Figure 1. Cells coloured by class (run 1).
Bar = 50 um. Fill, decap, tap and diode cells in grey.
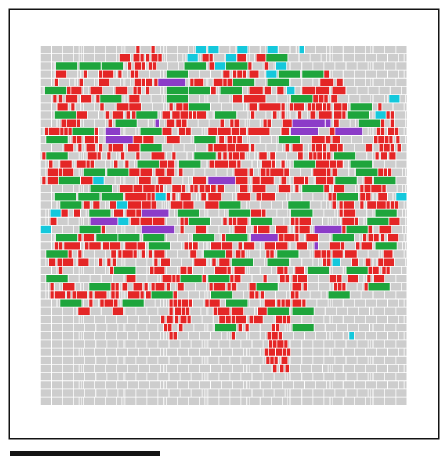
Figure 2. M1 wires (run 1).
Supply wires on this layer in grey.
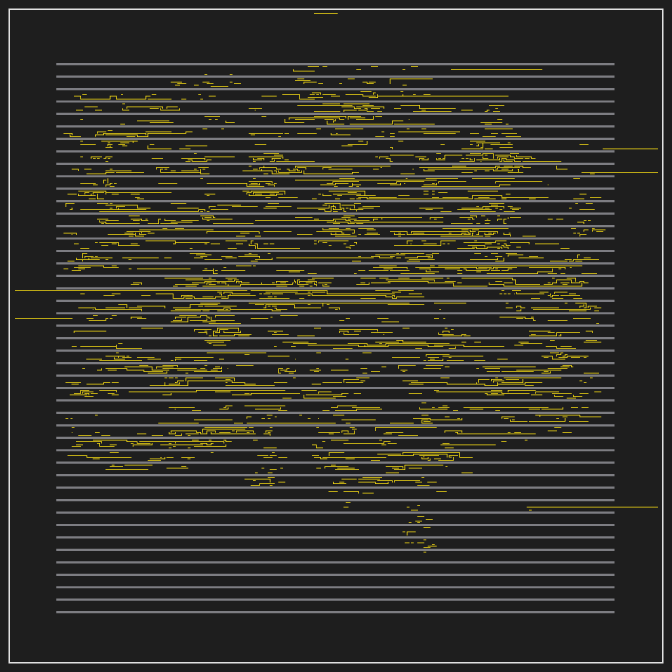
Figure 3. Routed metal per tile (run 1).
The die is cut into 28 by 28 equal tiles; black is low, pale yellow is high, scaled to the fullest tile. Values are wire area over tile area, all layers added.
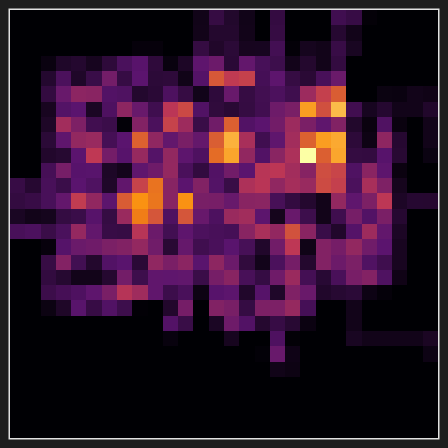
## config.mk

```make
export PLATFORM = sky130hd
export DESIGN_NAME = rand_pulse_gen_mc_flat
export DESIGN_NICKNAME = d
export VERILOG_FILES = /design/src/rtl/rand_pulse_gen_mc_pkg.sv /design/src/rtl/rand_pulse_gen_mc_if.sv /design/src/rtl/rand_pulse_gen_mc_lfsr.sv /design/src/rtl/rand_pulse_gen_mc.sv /design/src/flat_wrapper.sv
export SDC_FILE = /design/constraint.sdc
export NUM_CORES = 1
export LEC_CHECK = 0
export ABC_AREA = 0
export CORE_MARGIN = 10
export CORE_UTILIZATION = 35
export DETAILED_ROUTE_END_ITERATION = 6
export PLACE_DENSITY = 0.61
export REMOVE_ABC_BUFFERS = 1
export SLEW_MARGIN = 20
export SYNTH_ARGS = -nofsm -noshare
export SYNTH_HDL_FRONTEND = slang
export SYNTH_HIERARCHICAL = 1
export SYNTH_SLANG_ARGS = --single-unit
export TNS_END_PERCENT = 10
```

## constraint.sdc

```tcl
create_clock -name clk -period 4.6 [get_ports clk]
set_input_delay 0.69 -clock clk [delete_from_list [all_inputs] [get_ports clk]]
set_output_delay 0.69 -clock clk [all_outputs]
set_load 0.05 [all_outputs]
```

## src/rtl/rand_pulse_gen_mc_pkg.sv

```systemverilog
// Shared types and seed helper for the random pulse generator.
// Optional seed loading is enabled by RPG_SEED_LOAD_EN.
package rand_pulse_pkg;

  localparam logic [15:0] LFSR16_TAPS = 16'hB400;

  typedef enum logic [1:0] {
    ST_IDLE,
    ST_PULSE,
    ST_HOLD
  } rpg_state_t;

  function automatic logic [15:0] seed_for_ch(
    input logic [15:0] base,
    input int unsigned i
  );
    logic [31:0] p;
    logic [15:0] s;
    p = 32'h1D2F * (i + 32'd1);
    s = base ^ p[15:0];
    return (s == 16'h0) ? 16'h1 : s;
  endfunction

endpackage

```

## src/rtl/rand_pulse_gen_mc_if.sv

```systemverilog
// Pin-level bundle between encoder pins and the pulse bus.
// Seed load signals exist only with RPG_SEED_LOAD_EN.
interface rand_pulse_gen_mc_if #(
  parameter int NUM_CH = 4,
  parameter int RATE_W = 4
`ifdef RPG_SEED_LOAD_EN
  , parameter int LFSR_W = 16
`endif
);
  logic              ena;
  logic              enc_a;
  logic              enc_b;
  logic [NUM_CH-1:0] pulse;
  logic [RATE_W-1:0] rate;
  logic [7:0]        fire_cnt;
`ifdef RPG_SEED_LOAD_EN
  logic              seed_we;
  logic [2:0]        seed_ch;
  logic [LFSR_W-1:0] seed_data;

  modport master (
    output ena, enc_a, enc_b,
    output seed_we, seed_ch, seed_data,
    input  pulse, rate, fire_cnt
  );
  modport slave (
    input  ena, enc_a, enc_b,
    input  seed_we, seed_ch, seed_data,
    output pulse, rate, fire_cnt
  );
`else
  modport master (
    output ena, enc_a, enc_b,
    input  pulse, rate, fire_cnt
  );
  modport slave (
    input  ena, enc_a, enc_b,
    output pulse, rate, fire_cnt
  );
`endif
endinterface

```

## src/rtl/rand_pulse_gen_mc_lfsr.sv

```systemverilog
// Right-shifting Galois LFSR with load-over-advance priority.
// A zero load value is replaced by 1 to avoid the lock-up state.
module rpg_lfsr #(
  parameter int                LFSR_W    = 16,
  parameter logic [LFSR_W-1:0] TAPS      = '0,
  parameter logic [LFSR_W-1:0] SEED_INIT = 1
) (
  input  logic              clk,
  input  logic              rst_n,
  input  logic              adv,
  input  logic              load,
  input  logic [LFSR_W-1:0] load_val,
  output logic [LFSR_W-1:0] q
);
  logic [LFSR_W-1:0] nxt;

  assign nxt = q[0] ? ((q >> 1) ^ TAPS) : (q >> 1);

  always_ff @(posedge clk) begin
    if (!rst_n) begin
      q <= SEED_INIT;
    end else if (load) begin
      q <= (load_val == '0) ? LFSR_W'(1) : load_val;
    end else if (adv) begin
      q <= nxt;
    end
  end
endmodule

```

## src/rtl/rand_pulse_gen_mc.sv

```systemverilog
// Multi-channel random pulse generator with encoder rate control.
// Define RPG_SEED_LOAD_EN to add runtime LFSR seed loading.
module rand_pulse_gen_mc
  import rand_pulse_pkg::*;
#(
  parameter int          NUM_CH    = 4,
  parameter int          LFSR_W    = 16,
  parameter int          RATE_W    = 4,
  parameter int          PULSE_LEN = 1,
  parameter int          HOLDOFF   = 2,
  parameter logic [15:0] SEED      = 16'hACE1
) (
  input logic                clk,
  input logic                rst_n,
  rand_pulse_gen_mc_if.slave bus
);
  localparam int CMAX  = (PULSE_LEN > HOLDOFF) ? PULSE_LEN : HOLDOFF;
  localparam int CNT_W = (CMAX > 1) ? $clog2(CMAX) : 1;
  localparam logic [RATE_W-1:0] RMAX = '1;
  localparam logic [CNT_W-1:0] PL_LD = CNT_W'(PULSE_LEN - 1);
  localparam logic [CNT_W-1:0] HO_LD =
    CNT_W'((HOLDOFF > 0) ? HOLDOFF - 1 : 0);

  logic [2:0]        a_sh;
  logic [1:0]        b_sh;
  logic              a_rise;
  logic [RATE_W-1:0] rate_q;
  logic [NUM_CH-1:0] pulse_q;
  logic [7:0]        fire_q;

  logic [NUM_CH-1:0][LFSR_W-1:0] lfsr_q;
  logic [NUM_CH-1:0]             fire;
  logic [NUM_CH-1:0]             start;
  logic [NUM_CH-1:0]             pulse_n;
  rpg_state_t [NUM_CH-1:0]       st;
  rpg_state_t [NUM_CH-1:0]       st_n;
  logic [NUM_CH-1:0][CNT_W-1:0]  cnt;
  logic [NUM_CH-1:0][CNT_W-1:0]  cnt_n;
  logic [7:0]                    pop;

  // two sync stages, third stage only for rising-edge detect
  assign a_rise = a_sh[1] & ~a_sh[2];

  always_ff @(posedge clk) begin
    if (!rst_n) begin
      a_sh   <= '0;
      b_sh   <= '0;
      rate_q <= '0;
    end else begin
      a_sh <= {a_sh[1:0], bus.enc_a};
      b_sh <= {b_sh[0], bus.enc_b};
      if (a_rise && !b_sh[1] && rate_q != RMAX)
        rate_q <= rate_q + 1'b1;
      else if (a_rise && b_sh[1] && rate_q != '0)
        rate_q <= rate_q - 1'b1;
    end
  end

  for (genvar i = 0; i < NUM_CH; i++) begin : g_ch
    logic              ld;
    logic [LFSR_W-1:0] ldv;
`ifdef RPG_SEED_LOAD_EN
    assign ld  = bus.seed_we && (bus.seed_ch == 3'(i));
    assign ldv = bus.seed_data;
`else
    assign ld  = 1'b0;
    assign ldv = '0;
`endif
    rpg_lfsr #(
      .LFSR_W    (LFSR_W),
      .TAPS      (LFSR_W'(LFSR16_TAPS)),
      .SEED_INIT (LFSR_W'(seed_for_ch(SEED, i)))
    ) u_lfsr (
      .clk      (clk),
      .rst_n    (rst_n),
      .adv      (bus.ena),
      .load     (ld),
      .load_val (ldv),
      .q        (lfsr_q[i])
    );
  end

  always_comb begin
    st_n    = st;
    cnt_n   = cnt;
    start   = '0;
    fire    = '0;
    pulse_n = '0;
    pop     = '0;
    for (int i = 0; i < NUM_CH; i++) begin
      fire[i] = lfsr_q[i][RATE_W-1:0] < rate_q;
      if (!bus.ena) begin
        st_n[i]  = ST_IDLE;
        cnt_n[i] = '0;
      end else begin
        unique case (1'b1)
          (st[i] == ST_IDLE): begin
            if (fire[i]) begin
              st_n[i]  = ST_PULSE;
              cnt_n[i] = PL_LD;
              start[i] = 1'b1;
            end
          end
          (st[i] == ST_PULSE): begin
            if (cnt[i] != '0) begin
              cnt_n[i] = cnt[i] - 1'b1;
            end else if (HOLDOFF == 0) begin
              st_n[i] = ST_IDLE;
            end else begin
              st_n[i]  = ST_HOLD;
              cnt_n[i] = HO_LD;
            end
          end
          (st[i] == ST_HOLD): begin
            if (cnt[i] != '0)
              cnt_n[i] = cnt[i] - 1'b1;
            else
              st_n[i] = ST_IDLE;
          end
          default: begin
            st_n[i]  = ST_IDLE;
            cnt_n[i] = '0;
          end
        endcase
      end
      pulse_n[i] = (st_n[i] == ST_PULSE);
      pop        = pop + 8'(start[i]);
    end
  end

  always_ff @(posedge clk) begin
    if (!rst_n) begin
      for (int i = 0; i < NUM_CH; i++) begin
        st[i]  <= ST_IDLE;
        cnt[i] <= '0;
      end
      pulse_q <= '0;
      fire_q  <= '0;
    end else begin
      st      <= st_n;
      cnt     <= cnt_n;
      pulse_q <= pulse_n;
      fire_q  <= fire_q + pop;
    end
  end

  assign bus.pulse    = pulse_q;
  assign bus.rate     = rate_q;
  assign bus.fire_cnt = fire_q;
endmodule

```

## src/flat_wrapper.sv

```systemverilog
// flat-port wrapper written by rule: the top's interface ports become plain ports
module rand_pulse_gen_mc_flat import rand_pulse_pkg::*;
#(
  parameter int          NUM_CH    = 4,
  parameter int          LFSR_W    = 16,
  parameter int          RATE_W    = 4,
  parameter int          PULSE_LEN = 1,
  parameter int          HOLDOFF   = 2,
  parameter logic [15:0] SEED      = 16'hACE1
)
  (clk, rst_n, bus_ena, bus_enc_a, bus_enc_b, bus_pulse, bus_rate, bus_fire_cnt);
  rand_pulse_gen_mc_if #(.NUM_CH(NUM_CH), .RATE_W(RATE_W)) bus_i ();
  input logic clk;
  input logic rst_n;
  input wire logic [$bits(bus_i.ena)-1:0] bus_ena;
  input wire logic [$bits(bus_i.enc_a)-1:0] bus_enc_a;
  input wire logic [$bits(bus_i.enc_b)-1:0] bus_enc_b;
  output wire logic [$bits(bus_i.pulse)-1:0] bus_pulse;
  output wire logic [$bits(bus_i.rate)-1:0] bus_rate;
  output wire logic [$bits(bus_i.fire_cnt)-1:0] bus_fire_cnt;
  assign bus_i.ena = bus_ena;
  assign bus_i.enc_a = bus_enc_a;
  assign bus_i.enc_b = bus_enc_b;
  assign bus_pulse = bus_i.pulse;
  assign bus_rate = bus_i.rate;
  assign bus_fire_cnt = bus_i.fire_cnt;
  rand_pulse_gen_mc #(.NUM_CH(NUM_CH), .LFSR_W(LFSR_W), .RATE_W(RATE_W), .PULSE_LEN(PULSE_LEN), .HOLDOFF(HOLDOFF), .SEED(SEED)) u_core (.clk(clk), .rst_n(rst_n), .bus(bus_i));
endmodule
```

==> notes.md, run 1 <==
flow finished, numbers: status finished clean, largest net degree at the start of global routing between 70 and 80, register share after synthesis ~37%, DIE WIDTH 142 um, R2R setup slack around 0.94 ns, final critical-path share of the clock period just under 80%, total negative slack 0 ns, H-Tree Depth 3, AO/OA Area Share about an eighth, top area contributor share roughly 37%, CTS tree built, top comb family, area simple AND/OR/NAND/NOR gates, FF/Latch Area approximately 0.0019 sq mm, drt drc 0, Layout area overhead 21.0%, XORs/XNORs by Area approximately 3.3%, total gr overflow 0, vias in the first global route ~4,100, top cells by area, synth dfxtp_1, mux2i_1, ha_1, pre-CTS WS 1.00 ns, Worst Path Max Fanout 7, initial antenna violation count 0, peak supply drop 0.207 mV, ys cells roughly 570, CP max-delay cell fa_1, Post-DRT Antenna Nets 0, CTS buffer count 9, Clk Latency, worst-skew pair 0.34 ns, fill count around 1,400, area leader, netlist dfxtp_1, Synth Area in Simple Gates about 18%, Adder Area Share roughly 8.0%, Post-CTS Resized 0, Multiplexer share 17.5%, OpenROAD warnings 34, CP Buf/Inv Count 2, Rows between 40 and 50, Fmax around 0.27 GHz, hold slack between 0.4 and 0.5 ns, Post-synth EDFFs 0, Cell Pwr Density between 300 and 400 mW/mm^2, First-pass DRT Iterations 5, Hold Buf Count CTS 0, GP Congestion between 0.7 and 0.8, # setup viols final 0
## Picture notes: Figure 1
Green shows registers, cells 97. Cyan shows remaining buffers and delay cells, cells 22. Purple shows clock drivers and dummy loads, cells 15. Red shows remaining logic cells, cells 583.

## Picture notes: Figure 2
The wires run mostly horizontal. The longest straight run is 50.6 um. The layer carries 4,700 um of wire. 686 nets have wire on it. The layer holds 46% of the routed length.
vias: 4,146
met1 global-route usage: 11.7%
DRT Wirelength: 10.3 mm

## Picture notes: Figure 3
The mean over all tiles is 0.079. 4.8% of the tiles are over half the peak. The densest ninth of the die: centre. 43% of the tiles are nearly empty. The fullest tile reaches 0.56.
WL per Instance: 11.5 um
total track usage: 10.4%

run 1: through the flow:
step | area (sq um) | std cells | util [%]
after floorplan | 5600 | 680 | -
after global placement | 6030 | 886 | 41.4
after detailed placement | 6030 | 886 | 41.4
after CTS | 6340 | 901 | 43.5
after global routing | 6340 | 901 | 43.5
final | 6340 | 901 | 43.5
run 1: per-layer routing:
| metal | up-vias | wire length (um) | GRT usage, % |
|---|---|---|---|
| li1 | 2136 | - | - |
| met1 | 1935 | 4700 | 11.7 |
| met2 | 68 | 5080 | 18.3 |
| met3 | 7 | 454 | 3.50 |
| met4 | 0 | 86 | 2.50 |
| met5 | - | 0 | 0 |
run 1: final timing paths:
check,cells past startpoint,end,startpoint
min,1,u_core/b_sh[1],u_core/b_sh[0]
max,13,u_core/bus.fire_cnt[6],u_core/bus.rate[2]
max reg2reg,13,u_core/bus.fire_cnt[6],u_core/bus.rate[2]
min reg2reg,1,u_core/b_sh[1],u_core/b_sh[0]
run 1: final cells by class:
| cell class | instances | share of cell area [%] |
|---|---|---|
| clock buffer | 12 | 3.88 |
| clock inverter | 3 | 1.03 |
| inverter | 23 | 1.36 |
| multi-input combinational | 560 | 56.3 |
| sequential | 97 | 30.6 |
| tap | 184 | 3.63 |
| timing repair buffer | 22 | 3.23 |
run 1: flip-flops by register name, indices dropped and copies added, names as in the netlist:
name,flops
u_core/g_ch.u_lfsr/q,64
u_core/bus.fire_cnt,8
u_core/st,8
u_core/bus.pulse,4
u_core/bus.rate,4
u_core/cnt,4
u_core/a_sh,3
u_core/b_sh,2
run 1: cell families (layout without fill, tap and decap cells):
logic type / after synthesis / count (layout)
flops: 97 / 97
buf+inv: 47 / 60
compound gates: 90 / 90
xor+xnor: 20 / 20
other cells: 1 / 140
fa+ha+maj: 31 / 31
simple gates: 192 / 192
mux: 87 / 87
run 1: layout by cell type, fill, tap and decap left out, types with 9 or more instances in the layout:
| master | instances |
|---|---|
| clkdlybuf4s50_1 | 18 |
| clkbuf_16 | 9 |
| nor2_1 | 32 |
| inv_1 | 21 |
| mux2_1 | 17 |
| a21oi_1 | 19 |
| nor4_1 | 18 |
| ha_1 | 27 |
| and2_1 | 20 |
| nand2_1 | 76 |
| dfxtp_1 | 97 |
| mux2i_1 | 54 |
| o21ai_1 | 11 |
| conb_1 | 140 |
| xnor2_1 | 15 |
| o21ai_0 | 14 |
| a211o_1 | 14 |
| nand3_1 | 15 |
| mux2_2 | 15 |
run 1: power breakdown:
part / leakage (nW) / internal (mW) / switching [mW]
Combinational: 1.90 / 0.155 / 0.203
Clock: 0.153 / 0.488 / 0.301
Sequential: 0.801 / 0.897 / 0.0431
Total: 2.85 / 1.54 / 0.547
==> inputs of run 2 (changes only) <==
PLACE_DENSITY = 0.63   (was 0.61)
clock period = 3.1 ns   (was 4.6 ns; I/O delays follow)
==> run 2 against run 1 <==
Die size did not move. Sequential share of layout area is 1.4 points lower. Register-to-register slack worse by 0.92 ns. Sequential power increased by 48%. Worst hold slack worse by 0.0038 ns. Routed wire length is 5.9% lower. First-iteration DRC count grew 20%. Final cell count up 3.8%. Via count shrank 2.6%. Clock skew fell by 0.00098 ns. Synthesized cell count is the same. Critical path type unchanged. Largest power group unchanged.
==> notes.md, run 2 <==
flow finished, numbers: status finished clean, measured slew at the worst slew-check pin approximately 0.71 ns, Worst Path Max Fanout 3 (-4), hold depth 1 (unchanged), register share after synthesis 37.0% (unchanged), reg2reg path depth 13 (unchanged), DIE WIDTH 142 um (unchanged), OpenROAD warnings 36 (+5.9%), R2R setup slack 0.02 ns (-0.92 ns), total gr overflow 0 (unchanged), register with the most flip-flops u_core/g_ch.u_lfsr/q, FF/Latch Area 0.00194 sq mm (+0.13%), largest net degree at the start of global routing 57 (-26%), initial antenna violation count 0 (unchanged), top cells by area, synth dfxtp_1, mux2i_1, ha_1, First-pass DRT Iterations 4 (-1), H-Tree Depth 3 (unchanged), Final Instance Area 0.00666 sq mm (+5.0%), fill count 1,421 (+1.1%), most numerous logic cells after layout conb_1, dfxtp_1, nand2_1, max FFs per register 64 (unchanged), final critical-path share of the clock period 99.3% (+20 points), Cell Pwr Density 467 mW/mm^2 (+42%), PortBufs 20, Layout area overhead 27.1%, CTS tree built, # setup viols final 0 (unchanged), Rows 44 (unchanged), ys flop type dfxtp_1, placed instance area 0.00618 sq mm (+2.4%), top area contributor share 37.0% (unchanged), max-slew headroom at the worst pin 52.4%, clk sinks about 97, area leader, netlist dfxtp_1, total negative slack 0 ns (unchanged), vias in the first global route 3,905 (-5.1%), placed insts 905 (+2.1%), dominant logic cell type in the layout conb_1, Fmax 0.325 GHz (+19%), ys cells 565 (unchanged), drt drc 0 (unchanged), Post-synth EDFFs 0 (unchanged), Post-DRT Antenna Nets 0 (unchanged), GP Congestion 0.766 (+0.47%), Non-Filler Instances 935 (+3.8%), Hold Buf Count CTS 0 (unchanged), total track usage 10.1% (-0.23 points), share of layout cells above drive strength 1 between 10% and 20%, peak supply drop 0.262 mV (+27%)
run 2: netlist changes by cell type in the layout (fill, tap and decap cells not counted), moves of 3 or more:
cell	before	now
buf_4	2	32
buf_6	0	4
a21oi_1	19	16
a21oi_2	1	4
clkinv_2	1	4
nand3_1	15	12
nand3_2	1	4
run 2: layout make-up:
class	instances	area share, %
Clock buffer	10	3.59
Clock inverter	6	0.864
Inverter	23	1.30
Multi-Input combinational cell	560	54.6
Sequential cell	97	29.2
Tap cell	184	3.46
Timing Repair Buffer	55	7.06
run 2: stage by stage:
step / power [mW] / worst slack [ns] / util [%]
detailed placement: 1.96 / -0.265 / 42.3
global placement: 1.96 / -0.184 / 42.3
CTS: 3.14 / -0.0561 / 45.4
global route: 3.31 / -0.178 / 45.7
floorplan: 1.80 / -0.708 / -
finish: 3.11 / 0.0206 / 45.7
run 2: cells by family (layout without fill, tap and decap cells):
kind of cell | after synthesis | after routing | share of synthesized area, %
buffers and inverters | 47 | 94 | 4.82
AND-OR/OR-AND | 90 | 90 | 11.6
XOR/XNOR | 20 | 20 | 3.34
other | 1 | 140 | 0.0715
adder cells (fa/ha/maj) | 31 | 31 | 7.97
AND/OR/NAND/NOR | 192 | 192 | 17.6
multiplexers | 87 | 87 | 17.5
flip-flops | 97 | 97 | 37.0
run 2: path summary, 6_finish.rpt:
path | startpoint | to
worst min-delay path | u_core/a_sh[0] | u_core/a_sh[1]
worst max-delay path | u_core/bus.rate[2] | u_core/bus.fire_cnt[6]
worst max register to register | u_core/bus.rate[2] | u_core/bus.fire_cnt[6]
worst min register to register | u_core/a_sh[0] | u_core/a_sh[1]
run 2: worst max-delay path, cell delays in order, from the launching register on:
cell	delay [ns]
dfxtp_2	0.33
inv_2	0.05
ha_4	0.20
or2_4	0.22
a21oi_2	0.15
a21oi_2	0.06
or3_4	0.33
fa_1	0.50
inv_2	0.04
fa_2	0.39
fa_2	0.39
nand3_2	0.08
xor2_1	0.15
nor2_1	0.06
run 2: what timing repair did:
item                                   in CTS  in global routing
setup endpoints to repair                   7                  9
endpoints found under the hold margin       0                  0
buffers inserted                           13                  2
pin swaps                                   6                 10
resized                                    13                  9
run 2: routing by layer:
| metal | track usage, % | routed length, um |
|---|---|---|
| met5 | 0 | 0 |
| met4 | 2.88 | 99 |
| met3 | 3.34 | 325 |
| met2 | 16.0 | 4320 |
| met1 | 12.9 | 4960 |
run 2: power breakdown:
group	total (mW)	internal, mW	switching, mW
registers	1.39	1.33	0.0565
logic	0.616	0.294	0.322
clock network	1.11	0.641	0.466
total	3.11	2.27	0.844
Figure 4. Routed metal per tile (run 2).
The die is cut into 28 by 28 equal tiles; black is low, pale yellow is high, scaled to the fullest tile. Values are wire area over tile area, all layers added.
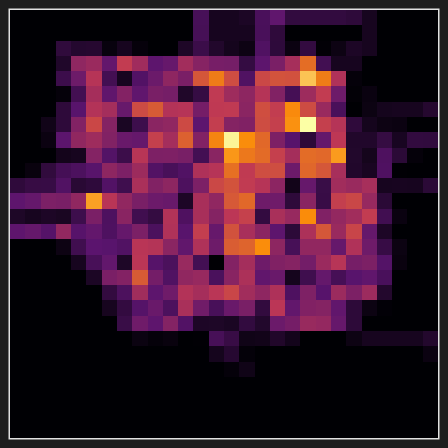
The mean over all tiles is 0.074. 8.7% of the tiles are over half the peak. The densest ninth of the die: centre. The fullest tile reaches 0.43.
WL per Instance: 10.4 um
DRT Wirelength: 9.71 mm
vias: 4,040

Figure 5. M1 wires (run 2).
Supply wires on this layer in grey.
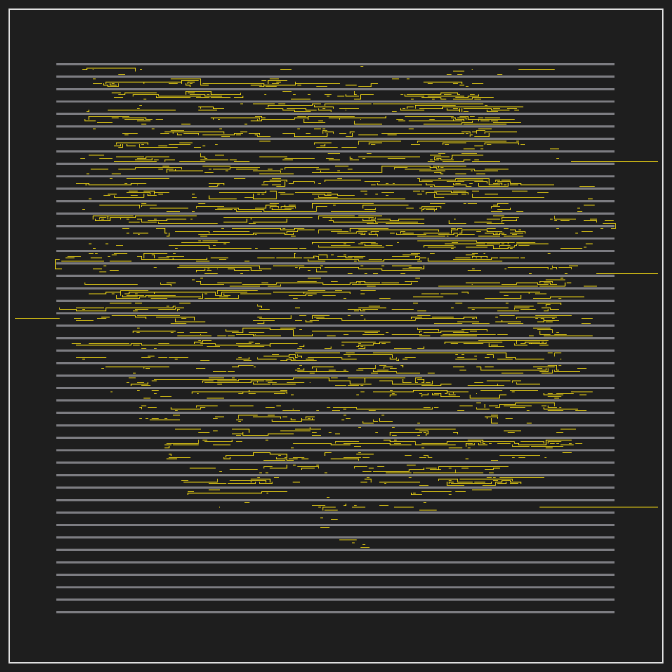
The layer holds 51% of the routed length. The wires run mostly horizontal. 714 nets have wire on it.
met1 global-route usage: 12.9%

==> inputs of run 3 (changes only) <==
RECOVER_POWER = 100   (was unset)
==> run 3 against run 2 <==
Maximum frequency is essentially flat. Synthesized area did not move. The run now ends with max-capacitance violations, max-slew violations left. Critical path type unchanged. First-iteration DRC count down 2.0%. Highest routed layer unchanged. Largest power group unchanged.
==> notes.md, run 3 <==
flow finished, numbers: top area contributor share 37.0% (unchanged), top cells by area, synth dfxtp_1, mux2i_1, ha_1, most numerous logic cells after layout conb_1, dfxtp_1, nand2_1, Layout area overhead 26.6%, ys flop type dfxtp_1, hold depth 1 (unchanged), initial antenna violation count 0 (unchanged), Slew Viols, Final 42, R2R setup slack 0.02 ns (about the same), WL per Instance 10.4 um (+0.19%), GP Congestion 0.766 (unchanged), register share after synthesis 37.0% (unchanged), failing checks max-capacitance violations, max-slew violations, status finished, violations left, OpenROAD warnings 36 (unchanged), MaxCap Viol Count 1, Final Total Pwr 3.11 mW (about the same), Cell Pwr Density 469 mW/mm^2 (+0.33%), crit path launch u_core/bus.rate[2], fill count 1,428 (+0.49%), share of layout cells above drive strength 1 12.1% (-0.80 points), Worst path max stage delay 0.50 ns (about the same), CP max-delay cell fa_1
==> run 3: final cells by class <==
type	count	area (sq um)	area share, %
clock buffers	10	239	3.60
clock inverters	6	57.6	0.867
inverters	23	86.3	1.30
multi-input cells	560	3620	54.6
flip-flops and latches	97	1940	29.3
well taps	184	230	3.47
repair buffers	55	457	6.88
==> run 3: timing repair <==
| action | 4_1_cts | 5_1_grt |
|---|---|---|
| buffers inserted | 13 | 2 |
| gates cloned | 0 | 0 |
| pin swaps | 6 | 10 |
| gates resized | 13 | 9 |
| setup endpoints to repair | 7 | 9 |
==> run 3: per-layer routing <==
layer | wire length [um] | global-route usage [%]
met5 | 0 | 0
met4 | 95 | 2.88
met2 | 4320 | 16.0
met1 | 4990 | 12.9
met3 | 332 | 3.34
==> run 3: metrics by stage <==
stage / hold WS (ns) / setup TNS, ns / instances / util [%] / area [sq um]
6_report: 0.433 / 0 / 935 / 45.5 / 6640
2_1_floorplan: 0.412 / -4.24 / 680 / - / 5600
5_1_grt: 0.461 / -0.470 / 935 / 45.5 / 6640
3_5_place_dp: 0.422 / -0.850 / 905 / 42.3 / 6180
3_3_place_gp: 0.414 / -0.497 / 905 / 42.3 / 6180
4_1_cts: 0.438 / -0.0992 / 934 / 45.4 / 6620
==> run 3: cells by family (layout without fill, tap and decap cells) <==
| kind of cell | count (synthesis) | after routing | synth area share, % |
|---|---|---|---|
| adders and majority gates | 31 | 31 | 7.97 |
| buffers and inverters | 47 | 94 | 4.82 |
| xor gates and xnor gates | 20 | 20 | 3.34 |
| DFF | 97 | 97 | 37.0 |
| and+or+nand+nor | 192 | 192 | 17.6 |
| other | 1 | 140 | 0.0715 |
| AOI/OAI and AO/OA | 90 | 90 | 11.6 |
| muxes | 87 | 87 | 17.5 |
==> run 3: worst max path at each step <==
stage / to / slack, ns / cells past startpoint
after floorplan: u_core/bus.fire_cnt[6] / -0.71 / 13
after global placement: u_core/bus.fire_cnt[4] / -0.18 / 13
after detailed placement: u_core/bus.fire_cnt[6] / -0.26 / 13
after CTS: u_core/bus.fire_cnt[6] / -0.06 / 13
after global routing: u_core/bus.fire_cnt[6] / -0.18 / 14
final: u_core/bus.fire_cnt[6] / 0.02 / 13
==> run 3: critical path, delay by kind of cell (launching register included) <==
family	cells	cell delay, ns
compound gates	2	0.21
simple gates	4	0.69
xor+xnor	1	0.15
flops	1	0.33
fa+ha+maj	4	1.48
buf+inv	2	0.09
==> run 3: power breakdown <==
group / internal [mW] / leakage, nW / total, mW / switching (mW)
clock network: 0.641 / 0.148 / 1.11 / 0.467
registers: 1.33 / 0.801 / 1.39 / 0.0566
logic: 0.293 / 2.04 / 0.614 / 0.321
total: 2.27 / 2.99 / 3.11 / 0.844
Figure 6. Metal layers overlaid (run 3).
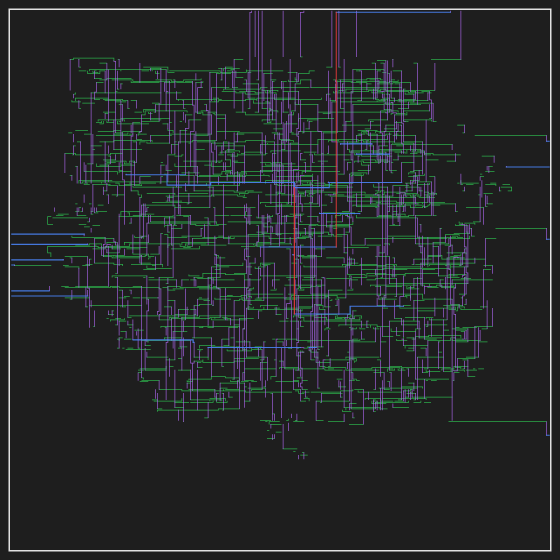
Blue shows M3, wire length 332 um. Green shows M1, wire length 4,990 um. Red shows M4, wire length 95.2 um. Purple shows M2, wire length 4,320 um.
total track usage: 10.1%
vias: 4,028

Figure 7. Cells coloured by class (run 3).
Bar = 50 um. Fill, decap, tap and diode cells in grey.
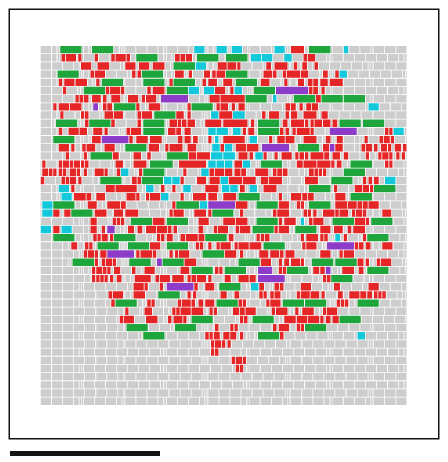
Purple shows clock drivers and dummy loads, cells 16. Green shows registers, cells 97. Cyan shows remaining buffers and delay cells, cells 55. Red shows remaining logic cells, cells 583.
Core Area: 0.0146 sq mm
flop share of the area: 29.3%

Power figures rest on the tool's default switching activity, not on a simulated workload.
